### config.mk
export PLATFORM = sky130hd
export DESIGN_NAME = inst_queue_flat
export DESIGN_NICKNAME = d
export VERILOG_FILES = /design/src/rtl/inst_queue_if.sv /design/src/rtl/inst_queue.sv /design/src/flat_wrapper.sv
export SDC_FILE = /design/constraint.sdc
export NUM_CORES = 1
export LEC_CHECK = 0
export ABC_AREA = 0
export ABC_CLOCK_PERIOD_IN_PS = 4910
export CAP_MARGIN = 5
export CORE_ASPECT_RATIO = 1.4
export CORE_UTILIZATION = 35
export DETAILED_ROUTE_END_ITERATION = 6
export DONT_BUFFER_PORTS = 1
export PLACE_DENSITY = 0.59
export REMOVE_ABC_BUFFERS = 1
export SLEW_MARGIN = 20
export SYNTH_ARGS = -nofsm -noshare
export SYNTH_HDL_FRONTEND = slang
export SYNTH_SLANG_ARGS = --single-unit
export TNS_END_PERCENT = 100
### constraint.sdc
create_clock -name clk -period 4.91 [get_ports clk]
set_input_delay 0.7365 -clock clk [delete_from_list [all_inputs] [get_ports clk]]
set_output_delay 0.7365 -clock clk [all_outputs]
set_load 0.05 [all_outputs]
### src/rtl/inst_queue_if.sv
// Fetch/decode-facing signals of the instruction queue.
// Handshake: an entry moves into the queue at a posedge where enq_valid && !full,
// and leaves it at a posedge where deq_ready && valid_inst; neither side waits on the other combinationally.
interface inst_queue_if #(
    parameter int DEPTH = 16,
    parameter int CNT_W = $clog2(DEPTH) + 1
);
    logic             enq_valid;
    logic [31:0]      enq_pc;
    logic [31:0]      enq_inst;
    logic             enq_branch_pred;
    logic             full;
    logic             deq_ready;
    logic             valid_inst;
    logic [63:0]      queue_packet;
    logic             branch_pred;
    logic             empty;
    logic [CNT_W-1:0] count;

    modport master (
        output enq_valid, enq_pc, enq_inst, enq_branch_pred, deq_ready,
        input  full, valid_inst, queue_packet, branch_pred, empty, count
    );

    modport slave (
        input  enq_valid, enq_pc, enq_inst, enq_branch_pred, deq_ready,
        output full, valid_inst, queue_packet, branch_pred, empty, count
    );
endinterface

### src/rtl/inst_queue.sv
// In-order instruction queue between fetch and decode with first-word fall-through
// and single-cycle flush on branch mispredict.
module inst_queue #(
    parameter int DEPTH = 16,
    parameter int CNT_W = $clog2(DEPTH) + 1
) (
    input  logic         clk,
    input  logic         rst,
    input  logic         branch_mispredict,
    inst_queue_if.slave  q
);
    localparam int PTR_W = $clog2(DEPTH);

    logic [31:0]      pc_mem   [DEPTH];
    logic [31:0]      inst_mem [DEPTH];
    logic             pred_mem [DEPTH];
    logic [PTR_W-1:0] head_ptr;
    logic [PTR_W-1:0] tail_ptr;
    logic [CNT_W-1:0] count_r;
    logic             full_w;
    logic             empty_w;
    logic             enq_fire;
    logic             deq_fire;
    logic             flush;

    // Full/empty come only from the registered count, so a dequeue never frees a slot in the same cycle.
    assign full_w   = (count_r == CNT_W'(DEPTH));
    assign empty_w  = (count_r == '0);
    assign flush    = rst || branch_mispredict;
    assign enq_fire = q.enq_valid && !full_w;
    assign deq_fire = q.deq_ready && !empty_w;

    always_ff @(posedge clk) begin
        if (flush) begin
            head_ptr <= '0;
            tail_ptr <= '0;
            count_r  <= '0;
        end else begin
            if (enq_fire) tail_ptr <= tail_ptr + PTR_W'(1);
            if (deq_fire) head_ptr <= head_ptr + PTR_W'(1);
            case ({enq_fire, deq_fire})
                2'b10:   count_r <= count_r + CNT_W'(1);
                2'b01:   count_r <= count_r - CNT_W'(1);
                default: count_r <= count_r;
            endcase
        end
    end

    // Storage is never cleared; a flush only rewinds the pointers.
    always_ff @(posedge clk) begin
        if (enq_fire && !flush) begin
            pc_mem[tail_ptr]   <= q.enq_pc;
            inst_mem[tail_ptr] <= q.enq_inst;
            pred_mem[tail_ptr] <= q.enq_branch_pred;
        end
    end

    always_comb begin
        q.queue_packet = 64'h0;
        q.branch_pred  = 1'b0;
        if (!empty_w) begin
            q.queue_packet = {pc_mem[head_ptr], inst_mem[head_ptr]};
            q.branch_pred  = pred_mem[head_ptr];
        end
    end

    assign q.full       = full_w;
    assign q.empty      = empty_w;
    assign q.valid_inst = !empty_w;
    assign q.count      = count_r;
endmodule
### src/flat_wrapper.sv
// flat-port wrapper written by rule: the top's interface ports become plain ports
module inst_queue_flat 
#(
    parameter int DEPTH = 16,
    parameter int CNT_W = $clog2(DEPTH) + 1
)
  (clk, rst, branch_mispredict, q_enq_valid, q_enq_pc, q_enq_inst, q_enq_branch_pred, q_deq_ready, q_full, q_valid_inst, q_queue_packet, q_branch_pred, q_empty, q_count);
  inst_queue_if #(.DEPTH(DEPTH), .CNT_W(CNT_W)) q_i ();
  input  logic clk;
  input  logic rst;
  input  logic branch_mispredict;
  input wire logic [$bits(q_i.enq_valid)-1:0] q_enq_valid;
  input wire logic [$bits(q_i.enq_pc)-1:0] q_enq_pc;
  input wire logic [$bits(q_i.enq_inst)-1:0] q_enq_inst;
  input wire logic [$bits(q_i.enq_branch_pred)-1:0] q_enq_branch_pred;
  input wire logic [$bits(q_i.deq_ready)-1:0] q_deq_ready;
  output wire logic [$bits(q_i.full)-1:0] q_full;
  output wire logic [$bits(q_i.valid_inst)-1:0] q_valid_inst;
  output wire logic [$bits(q_i.queue_packet)-1:0] q_queue_packet;
  output wire logic [$bits(q_i.branch_pred)-1:0] q_branch_pred;
  output wire logic [$bits(q_i.empty)-1:0] q_empty;
  output wire logic [$bits(q_i.count)-1:0] q_count;
  assign q_i.enq_valid = q_enq_valid;
  assign q_i.enq_pc = q_enq_pc;
  assign q_i.enq_inst = q_enq_inst;
  assign q_i.enq_branch_pred = q_enq_branch_pred;
  assign q_i.deq_ready = q_deq_ready;
  assign q_full = q_i.full;
  assign q_valid_inst = q_i.valid_inst;
  assign q_queue_packet = q_i.queue_packet;
  assign q_branch_pred = q_i.branch_pred;
  assign q_empty = q_i.empty;
  assign q_count = q_i.count;
  inst_queue #(.DEPTH(DEPTH), .CNT_W(CNT_W)) u_core (.clk(clk), .rst(rst), .branch_mispredict(branch_mispredict), .q(q_i));
endmodule
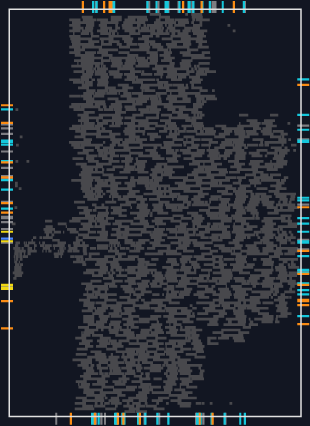
*Pin placement, run 1*
(1 px per micron) Pins as bars across the die edge, other pins in gray.
- blue: q_valid_inst (pins 1; direction output; edge left)
- yellow: q_count (pins 5; direction output; edge left)
- cyan: q_queue_packet (pins 64; direction output; edge 20 bottom, 19 right, 17 top, 8 left)
- orange: q_enq_inst (pins 32; direction input; edge 9 right, 8 top, 8 left, 7 bottom)
vertical die dimension: 406 microns
horizontal die dimension: 290 microns
count of buffers from port buffering: 0

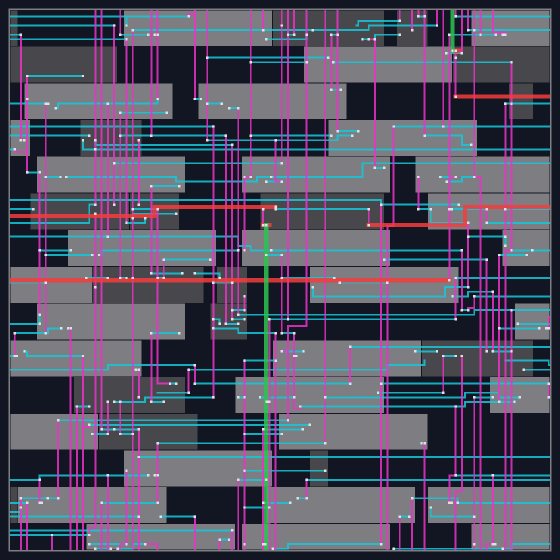
*Zoomed window, run 1*
Region (125, 183) to (165, 223) microns. Cells in gray, sequential cells in the stronger gray; small squares are vias.
- cyan: M1
- red: M3
- green: M4
- magenta: M2
- cells with their middle in the window: 43
- most frequent: edfxtp_1 (27), mux4_2 (4), clkbuf_16 (3)
- netlist names of flops here include: u_core.pc_mem (24), u_core.inst_mem (3)
- sequential cells in the window: 27

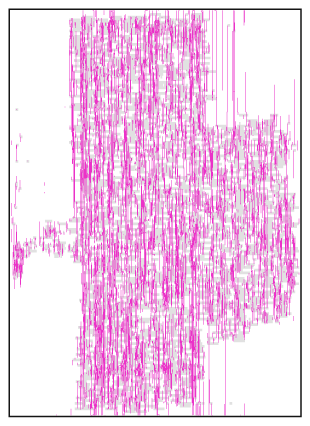
*Signal wires on met2, run 1*
(1 px per micron) Cells faint in the background.
- share of all routed wire: 52%
- longest straight run: 136 microns
- wire length on this layer: 47.7 mm
- nets with wire on the layer: 1758
total wire length after detailed routing: 92.2 mm
via count: 18327
met2 track demand over resource in global routing: 27.4%

==> Slide: Implementation Results, run 1 <==
Physical Implementation Snapshot

Min path
  • Number of cells traversed by the worst hold path: 0
  • HP Class: primary input to flip-flop

Power
  • Leakage power of the design: 13.7 nW
  • VDD IR max: 0.255 mV
  • Pwr/cell area: 383 mW/mm^2
  • Combinational share of power: 3.2%
  • Switching part of the total: 20.8%
  • Internal: 14.1 mW
  • Sequential share of power: 55.9%

Global route
  • Initial antenna violation count: 0
  • Global Route Usage Sum: 15.7%
  • Layer carrying the most global-route usage: met2
  • Met3 Track Usage GR: 3.42%
  • Global routing usage on met1: 19.6%
  • Residual overflow from global routing: 0
  • Via count of the first global-routing pass: 19562

Layout
  • Highest-count cells in the layout ignoring fill and taps: 1040 x edfxtp_1, 259 x mux4_2, 99 x clkbuf_16
  • Utilization after layout: 40.4%
  • Cell area after layout: 0.0465 sq mm
  • Layout fillers: 10059
  • Combinational share of cell area: 19.1%
  • Register fraction of the total cell area: 67.9%
  • Registers: 1057
  • Count of clock-net buffers in the final layout: 116
  • Total area of multi-input combinational cells: 0.00891 sq mm
  • Non-clock inverter instance count of the final layout: 9
  • Number of nets in the finished design: 1971
  • Share of post-route cells with drive strength above 1: 29.9%
  • Seq. cell area: 0.0316 sq mm
  • Final Instance Count excl. Fillers: 3461
  • Buffer share of cell area: 2.33%

Logic synthesis
  • Synth top cells by count: 1040 x edfxtp_1, 259 x mux4_2, 128 x a211oi_1
  • Share of the synthesized area in the top cell type: 76.7%
  • Multiplexer area fraction after synthesis: 16.0%
  • Synthesized-area fraction occupied by and/or/nand/nor cells: 1.69%
  • Share of the synthesized netlist area taken by xor and xnor gates: 0.150%
  • Main flop type after synthesis: edfxtp_1
  • Proportion of synthesized flip-flops having asynchronous set or reset: 0%
  • Chip Area, Yosys: 0.0407 sq mm
  • Post-synth top area cell: edfxtp_1
  • Ys flops: 1057
  • Main kind of combinational logic by area: multiplexers
  • Post-synth EDFFs: 1040
  • Post-Synth AOI/OAI Area: 2.59%
  • Largest cells by area after synthesis: edfxtp_1 77%, mux4_2 14%, a211oi_1 2.4%
  • Proportion of synthesized chip area in sequential cells: 77.5%
  • Count of distinct cell types in the synthesized netlist: 35
  • Total standard cell area after synthesis: 0.0407 sq mm
  • Number of standard cells reported by yosys: 1786
  • Number of standard cells after synthesis: 1786

Clock tree
  • Number of post-CTS setup repair buffers: 0
  • Clock Tree Buf Depth: 3
  • Source-to-sink clock delay at the later pin of the worst-skew pair: 0.71 ns
  • TritonCTS buffer count: 99
  • Clock net sink count: 1057
  • Clock slew at reported path FFs: 0.07 ns
  • PostCTS Resize Cnt: 0
  • H-Tree Depth: 3

Final timing
  • Aggregate negative setup slack: 0 ns
  • Worst relative slew slack: 34.4%
  • Final period demand of the worst path: 4.41 ns
  • Max Clk Rate: 227 MHz
  • Setup violators final: 0
  • Worst-Margin Slew: 0.982 ns
  • Final Cycle Share: 89.9%
  • Endpoints failing hold: 0
  • Max-slew violation total from the final report: 0
  • Crit path setup slack, layout: 0.495 ns
  • Worst Clk Skew: 0.0457 ns
  • Hold WS: 0.118 ns

Drt
  • Pre-Repair DR Iteration Count: 6
  • Iter 0 DRT Violations: 1362
  • Post-DR vias/cell: 5.30
  • Wire length on met1: 37.3 mm
  • Routed wire length per instance: 26.6 microns
  • Number of antenna-violating nets in the routed design: 0
  • Detail Route met2 WL: 47.7 mm
  • Highest signal layer in the routed design: met4

Floorplanning
  • Site Rows: 147
  • Tap Cells: 1490
  • Area of the core: 0.115 sq mm
  • Area of the die: 0.118 sq mm
  • I/O pin cnt: 143

Critical path
  • Setup crit start: u_core.q.count[0]
  • End point of the critical path: q_queue_packet[43]
  • Biggest cell delay along the critical path: 0.73 ns
  • Worst EP required: 4.17 ns
  • Critical register-to-register path startpoint: u_core.q.count[0]
  • Family of cells with the greatest summed delay on the critical path: buffers and inverters
  • FF-to-FF setup slack: 1.48 ns
  • Number of buffers and inverters on the critical path: 3
  • Worst-path cell chain: nor4_1, nand2_1, inv_6, buf_4, a211oi_2, buf_4
  • CP most frequent cell: buf_4
  • Cell with the biggest individual delay on the critical path: inv_6
  • Crit Reg-Reg Endpoint: u_core.inst_mem[6][23]
  • Critical Setup Path Class: flip-flop to output port
  • Top fanout value on the critical path: 54
  • Critical Path Stages: 6
  • Critical path arrival: 3.68 ns
  • CP Launch Type: flip-flop

Run
  • Max-capacitance violation count: 0
  • Number of warnings the tools reported: 29

Placement
  • Routability congestion estimate: 0.706
  • Detailed-placement wirelength estimate: 51.4 mm
  • Cell total after placement: 3280
  • Worst slack after detailed placement: 1.29 ns

Status
  • Run status: finished, final reports clean
## run 1: power groups by stage
stage                     Combinational [mW]  Clock (mW)  Sequential [mW]
after floorplan                        0.394           0             10.2
after global placement                 0.569           0             10.1
after detailed placement               0.572           0             10.1
after CTS                              0.575        7.47             9.95
after global routing                   0.590        7.78             9.94
final                                  0.562        7.30             9.95
## run 1: registers in the layout (all words and copies together) (netlist names), named ones only
signal / count
u_core.q.count: 5
u_core.inst_mem: 512
u_core.pred_mem: 16
u_core.pc_mem: 512
u_core.tail_ptr: 4
u_core.head_ptr: 4
==> run 1 -> run 2 <==
--- a/config.mk
+++ b/config.mk
@@ -15,4 +15,5 @@
 export PLACE_DENSITY = 0.59
 export REMOVE_ABC_BUFFERS = 1
+export SKIP_LAST_GASP = 1
 export SLEW_MARGIN = 20
 export SYNTH_ARGS = -nofsm -noshare
==> constraint.sdc (replaced) <==
create_clock -name clk -period 4.91 [get_ports clk]
set_input_delay 0.982 -clock clk [delete_from_list [all_inputs] [get_ports clk]]
set_output_delay 0.982 -clock clk [all_outputs]
set_load 0.05 [all_outputs]
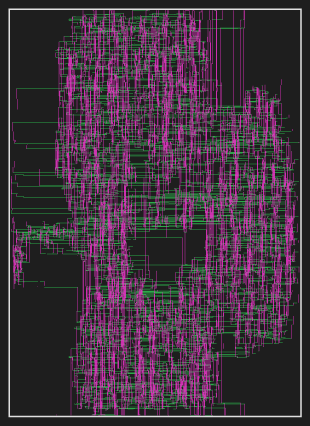
*Signal wires by layer, run 2*
(1 px per micron) Only two layers are drawn.
- magenta: M2 (wire length 48.4 mm)
- green: M1 (wire length 37.9 mm)
routed wire length per instance: 26.8 microns
Global Route Usage Sum: 16.1%
via count: 18275

==> run 2 against run 1 <==
Routed wire length grew 1.4%. Clock power is 3.4% higher. Setup slack better by 0.027 ns. Register-to-register slack got worse by 0.05 ns. Sequential share of layout area is 0.56 points lower. Die area is the same. Clock skew fell by 0.0030 ns. Largest cell class unchanged.
==> Slide: Implementation Results, run 2 <==
Physical Implementation Snapshot

Power
  • Reported sequential group power: 9.95 mW (about the same)
  • Comb pwr: 0.569 mW (was 0.562 mW)
  • Power group with the highest consumption: registers (unchanged)
  • Internal: 14.3 mW (was 14.1 mW)
  • Leakage power of the design: 13.8 nW (was 13.7 nW)
  • Total clock network power: 7.55 mW (was 7.30 mW)
  • Sequential share of power: 55.1% (was 55.9%)
  • VDD IR max: 0.274 mV (was 0.255 mV)

Logic synthesis
  • Largest cells by area after synthesis: edfxtp_1 77%, mux4_2 14%, a211oi_1 2.4% (unchanged)
  • Synth top cells by count: 1040 x edfxtp_1, 259 x mux4_2, 128 x a211oi_1 (unchanged)
  • Proportion of synthesized chip area in sequential cells: 77.5% (unchanged)
  • Share of the synthesized netlist area taken by xor and xnor gates: 0.150% (unchanged)
  • Chip Area, Yosys: 0.0407 sq mm (unchanged)
  • Multiplexer area fraction after synthesis: 16.0% (unchanged)
  • Count of distinct cell types in the synthesized netlist: 35 (unchanged)
  • Post-synth EDFFs: 1040 (unchanged)
  • Post-synth top area cell: edfxtp_1 (unchanged)
  • Post-Synth AOI/OAI Area: 2.59% (unchanged)
  • Proportion of synthesized flip-flops having asynchronous set or reset: 0% (unchanged)
  • Main kind of combinational logic by area: multiplexers (unchanged)
  • Total standard cell area after synthesis: 0.0407 sq mm (unchanged)
  • Main flop type after synthesis: edfxtp_1 (unchanged)

Final timing
  • Final Cycle Share: 89.4% (was 89.9%)
  • Worst Clk Skew: 0.0427 ns (was 0.0457 ns)
  • Endpoints failing hold: 0 (unchanged)
  • Aggregate negative setup slack: 0 ns (unchanged)
  • Max-slew violation total from the final report: 0 (unchanged)
  • Worst relative slew slack: 30.4% (was 34.4%)
  • Max Clk Rate: 228 MHz (was 227 MHz)
  • Setup violators final: 0 (unchanged)

Drt
  • Post-DR vias/cell: 5.24 (was 5.30)
  • Number of antenna-violating nets in the routed design: 0 (unchanged)
  • Wire length on met1: 37.9 mm (was 37.3 mm)
  • Highest signal layer in the routed design: met4 (unchanged)
  • Pre-Repair DR Iteration Count: 5 (was 6)

Critical path
  • Top fanout value on the critical path: 25 (was 54)
  • Biggest cell delay along the critical path: 0.74 ns (was 0.73 ns)
  • Critical path arrival: 3.41 ns (was 3.68 ns)
  • Number of buffers and inverters on the critical path: 2 (was 3)
  • CP most frequent cell: buf_4 (unchanged)
  • CP Launch Type: flip-flop (unchanged)
  • Worst EP required: 3.93 ns (was 4.17 ns)
  • Crit Reg-Reg Endpoint: u_core.pc_mem[9][16] (was u_core.inst_mem[6][23])
  • Critical Setup Path Class: flip-flop to output port (unchanged)

Global route
  • Residual overflow from global routing: 0 (unchanged)
  • Initial antenna violation count: 0 (unchanged)
  • Layer carrying the most global-route usage: met2 (unchanged)

Layout
  • Combinational share of cell area: 19.0% (was 19.1%)
  • Layout fillers: 10013 (was 10059)
  • Share of post-route cells with drive strength above 1: 30.5% (was 29.9%)
  • Largest registers ranked by flip-flop count: u_core.inst_mem (512), u_core.pc_mem (512), u_core.pred_mem (16) (unchanged)
  • Non-clock inverter instance count of the final layout: 9 (unchanged)
  • Buffer share of cell area: 2.81% (was 2.33%)
  • Utilization after layout: 40.8% (was 40.4%)
  • Register fraction of the total cell area: 67.3% (was 67.9%)
  • Count of clock-net buffers in the final layout: 122 (was 116)
  • Cell area after layout: 0.0469 sq mm (was 0.0465 sq mm)

Floorplanning
  • Vertical die dimension: 406 microns (unchanged)
  • Tap Cells: 1490 (unchanged)
  • Horizontal die dimension: 290 microns (unchanged)
  • Site Rows: 147 (unchanged)
  • I/O pin cnt: 143 (unchanged)
  • Area of the core: 0.115 sq mm (unchanged)

Placement
  • Routability congestion estimate: 0.708 (was 0.706)
  • Worst slack after detailed placement: 1.01 ns (was 1.29 ns)
  • Count of buffers from port buffering: 0 (unchanged)
  • Detailed-placement wirelength estimate: 49.1 mm (was 51.4 mm)
  • Cell total after placement: 3301 (was 3280)

Run
  • Number of warnings the tools reported: 29 (unchanged)

Clock tree
  • PostCTS Resize Cnt: 0 (unchanged)
  • Source-to-sink clock delay at the later pin of the worst-skew pair: 0.71 ns (about the same)
  • H-Tree Depth: 3 (unchanged)
  • Clock Tree Buf Depth: 3 (unchanged)
  • Clock net sink count: 1057 (unchanged)

Min path
  • HP Class: primary input to flip-flop (unchanged)

Status
  • Run status: finished, final reports clean (unchanged)
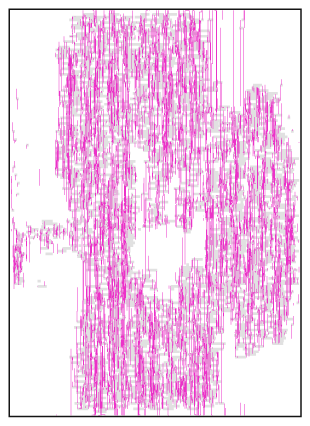
*Signal wires on met2, run 2*
(1 px per micron) Cells faint in the background.
- longest straight run: 154 microns
- main direction: vertical
- share of all routed wire: 52%
- nets with wire on the layer: 1799
- wire length on this layer: 48.4 mm
total wire length after detailed routing: 93.5 mm
met2 track demand over resource in global routing: 28.2%

==> run 2: how the worst max path moves through the flow <==
stage	start	to	slack [ns]	depth (start not counted)
6_report	flip-flop	q_queue_packet[28]	0.52	6
3_3_place_gp	flip-flop	q_queue_packet[28]	0.98	6
3_5_place_dp	flip-flop	q_queue_packet[28]	1.01	6
2_1_floorplan	flip-flop	q_queue_packet[12]	-8.35	4
4_1_cts	flip-flop	q_queue_packet[28]	0.23	6
5_1_grt	flip-flop	q_queue_packet[28]	0.25	6
==> run 2: worst reg2reg max path: cells and delay by family (launching register included) <==
| family | cells | cell delay (ns) |
|---|---|---|
| buffers and inverters | 1 | 0.51 |
| AND/OR/NAND/NOR | 3 | 1.31 |
| flip-flops | 1 | 0.74 |
| AND-OR/OR-AND | 1 | 0.55 |
No activity file was given, so power comes from the tool's default toggle rates.
